**src/rtl/debouncer_array.sv**
```systemverilog
// Per-channel button debouncer: 2-flop synchroniser, stable-count filter, press/release
// edge pulses and an optional long-press / auto-repeat hold pulse.
module debouncer_array #(
   parameter int unsigned          CHANNELS        = 4,
   parameter int unsigned          DEBOUNCE_CYCLES = 1000,
   parameter logic [CHANNELS-1:0]  INPUT_WHEN_IDLE = '1,
   parameter int unsigned          HOLD_CYCLES     = 0,
   parameter int unsigned          REPEAT_CYCLES   = 0
) (
   input  logic                clk,
   input  logic                rst,
   input  logic [CHANNELS-1:0] in,
   output logic [CHANNELS-1:0] out,
   output logic [CHANNELS-1:0] active,
   output logic [CHANNELS-1:0] press,
   // "release" is a reserved word in SystemVerilog, hence the suffix
   output logic [CHANNELS-1:0] release_pulse,
   output logic [CHANNELS-1:0] hold
);

   localparam int unsigned DW    = $clog2(DEBOUNCE_CYCLES + 1);
   localparam int unsigned HMAX  = (HOLD_CYCLES > REPEAT_CYCLES) ? HOLD_CYCLES : REPEAT_CYCLES;
   localparam int unsigned HW    = (HMAX > 0) ? $clog2(HMAX + 1) : 1;
   localparam int unsigned DLAST = DEBOUNCE_CYCLES - 1;
   localparam int unsigned HLAST = (HOLD_CYCLES > 0) ? HOLD_CYCLES - 1 : 0;
   localparam int unsigned RLAST = (REPEAT_CYCLES > 0) ? REPEAT_CYCLES - 1 : 0;

   for (genvar i = 0; i < CHANNELS; i++) begin : g_ch
      logic          sync1, sync2;
      logic          out_q, active_q, press_q, release_q, hold_q;
      logic          fired;
      logic [DW-1:0] dcnt;
      logic [HW-1:0] hcnt;
      logic          differ_c, flip_c;

      assign differ_c = (sync2 != out_q);
      assign flip_c   = differ_c && (dcnt == DW'(DLAST));

      // Debounce filter plus hold timer; the hold timer only runs while active and not flipping.
      always_ff @(posedge clk) begin
         if (rst) begin
            sync1     <= INPUT_WHEN_IDLE[i];
            sync2     <= INPUT_WHEN_IDLE[i];
            out_q     <= INPUT_WHEN_IDLE[i];
            active_q  <= 1'b0;
            press_q   <= 1'b0;
            release_q <= 1'b0;
            hold_q    <= 1'b0;
            fired     <= 1'b0;
            dcnt      <= '0;
            hcnt      <= '0;
         end else begin
            sync1     <= in[i];
            sync2     <= sync1;
            press_q   <= 1'b0;
            release_q <= 1'b0;
            hold_q    <= 1'b0;

            if (!differ_c || flip_c) dcnt <= '0;
            else                     dcnt <= dcnt + DW'(1);

            if (flip_c) begin
               out_q     <= sync2;
               active_q  <= (sync2 != INPUT_WHEN_IDLE[i]);
               press_q   <= (sync2 != INPUT_WHEN_IDLE[i]);
               release_q <= (sync2 == INPUT_WHEN_IDLE[i]);
               hcnt      <= '0;
               fired     <= 1'b0;
            end else if (active_q && (HOLD_CYCLES > 0)) begin
               if (!fired) begin
                  if (hcnt == HW'(HLAST)) begin
                     hold_q <= 1'b1;
                     fired  <= 1'b1;
                     // single-shot mode parks the counter at its terminal value
                     hcnt   <= (REPEAT_CYCLES > 0) ? '0 : hcnt;
                  end else begin
                     hcnt <= hcnt + HW'(1);
                  end
               end else if (REPEAT_CYCLES > 0) begin
                  if (hcnt == HW'(RLAST)) begin
                     hold_q <= 1'b1;
                     hcnt   <= '0;
                  end else begin
                     hcnt <= hcnt + HW'(1);
                  end
               end
            end
         end
      end

      assign out[i]           = out_q;
      assign active[i]        = active_q;
      assign press[i]         = press_q;
      assign release_pulse[i] = release_q;
      assign hold[i]          = hold_q;
   end

endmodule

```
**config.mk**
```make
export PLATFORM = sky130hd
export DESIGN_NAME = debouncer_array
export DESIGN_NICKNAME = d
export VERILOG_FILES = /design/src/rtl/debouncer_array.sv
export SDC_FILE = /design/constraint.sdc
export NUM_CORES = 1
export LEC_CHECK = 0
export ABC_AREA = 1
export ABC_CLOCK_PERIOD_IN_PS = 1550
export CELL_PAD_IN_SITES_DETAIL_PLACEMENT = 0
export CELL_PAD_IN_SITES_GLOBAL_PLACEMENT = 1
export CORE_MARGIN = 2
export CORE_UTILIZATION = 42
export DETAILED_ROUTE_END_ITERATION = 8
export GPL_TIMING_DRIVEN = 0
export PLACE_DENSITY = 0.77
export SYNTH_ARGS = -nofsm -noshare
export SYNTH_HDL_FRONTEND = slang
export SYNTH_SLANG_ARGS = --single-unit
```
**constraint.sdc**
```tcl
create_clock -name clk -period 1.55 [get_ports clk]
set_clock_uncertainty 0.05 [all_clocks]
set_input_delay 0.31 -clock clk [delete_from_list [all_inputs] [get_ports clk]]
set_output_delay 0.31 -clock clk [all_outputs]
set_load 0.02 [all_outputs]
```
==> flow_metrics.tcl <==
# metrics dict for downstream scripts
set metrics [dict create \
    n_fill_cell 659 \
    ys_seq_share_pct 45.1 \
    hpwl_microns 3530 \
    syn_avg_cell_area_sq_um 7.65 \
    area_growth_pct 17.7 \
    ys_sh_mux_pct 0 \
    hp-class "flip-flop to flip-flop" \
    initial_core_util_pct 44.0 \
    p_comb_w 0.0000758 \
    area.share.sequential_pct 38.3 \
    taps 77 \
    wl_met3_microns 155 \
    setup_viol 0 \
    synth-xor-area-share_pct 5.24 \
    gr-total-overflow 0 \
    grt_max_degree 12 \
    dp.cells 472 \
    vdd_ir_drop_max_mv 0.455 \
    logic_area_sq_mm 0.00123 \
    holdPathStages 1 \
    crit_chain "buf_4 > clkdlybuf4s15_1" \
    clk_share_pct 5.92 \
    ys_area_sq_mm 0.00284 \
    ant_nets 0 \
    comb_area_share_pct 36.8 \
    regMostFlops "g_ch.dcnt" \
    pg_clk_w 0.00142 \
    rsz0062_at_grt "no" \
    port_buffers 21 \
    route.detailed.drc 0 \
    flop_area_sq_mm 0.00128 \
    synth-edff-count 0 \
    die_area_sq_mm 0.00743 \
    die_h_microns 86.2 \
    drtIter0Drc 43 \
    holdWs_ns 0.358 \
    status "finished, final reports clean" \
    clockBufferCount 11 \
    endpoint_kind "output port" \
    largest_reg_flops 40 \
    adder_share_pct 1.76 \
    root_buffer "clkbuf_8" \
]
[synth_stat cells, types with 2 or more instances]
library cell and number:
nor2_4 2, buf_2 2, nor3_1 4, nand3b_1 2, dfxtp_1 64, nand2_4 2, or2_2 8, nand2_1 72
inv_1 47, xor2_1 9, inv_2 2, nand4_1 11, buf_4 20, ha_1 4, xnor2_1 8, nor2_2 6
nand3_1 32, nor2_1 52, nand3_2 4, o21ai_0 3, a21oi_1 10
[metal layers]
layer / vias up / GRT usage, %
li1: 1207 / -
met1: 964 / 18.1
met2: 23 / 22.2
met3: 6 / 3.52
met4: 0 / 7.24
met5: - / 0
[what timing repair did]
action                                  in CTS  in global routing
gates resized                               16                  8
endpoints found under the setup margin      16                 10
setup buffers                                0                  0
hold buffers                                 0                  0
cloned                                       0                  0
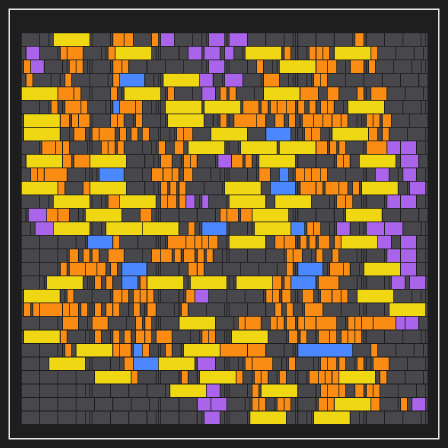
Figure 1: cells colored by class.
Fill, decap, tap and diode cells in gray.
- remaining logic cells: orange (cells 287)
- registers: yellow (cells 64)
- clock drivers and dummy loads: blue (cells 16)
- remaining buffers and delay cells: purple (cells 44)

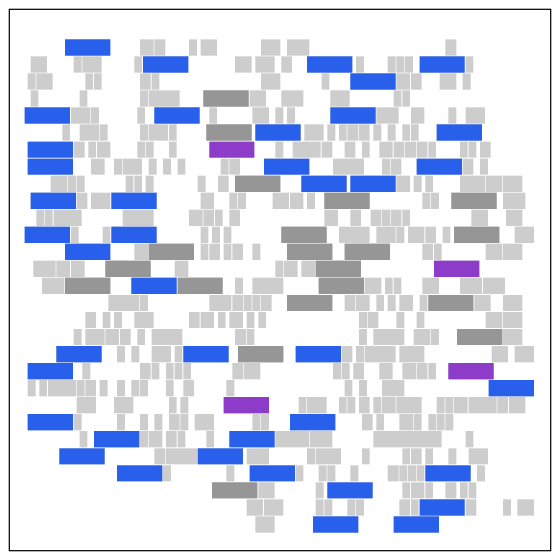
Figure 2: where the registers sit.
- g_ch.active_q: purple (sequential cells 4)
- g_ch.dcnt: blue (sequential cells 40; where all over the die)
- not colored: 20

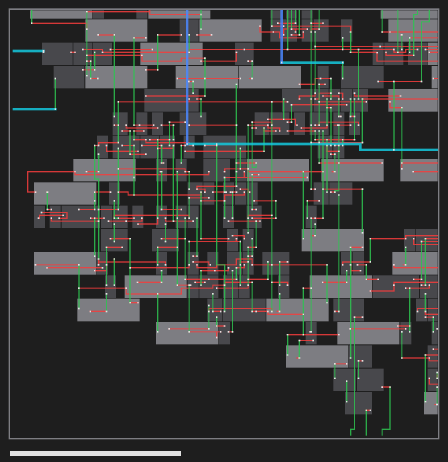
Figure 3: zoomed window.
The bar under the picture is 20 microns long. Region (0, 0) to (50, 50) microns. Cells in gray, sequential cells in the stronger gray; small squares are vias.
- M2: green
- M4: blue
- M3: cyan
- M1: red
- sequential cells in the window: 23
- most frequent: dfxtp_1 (23), nand2_1 (21), nor2_1 (16)
- cells with their middle in the window: 125
- netlist names of flops here include: g_ch.dcnt (14), g_ch.sync1 (3), g_ch.sync2 (2)

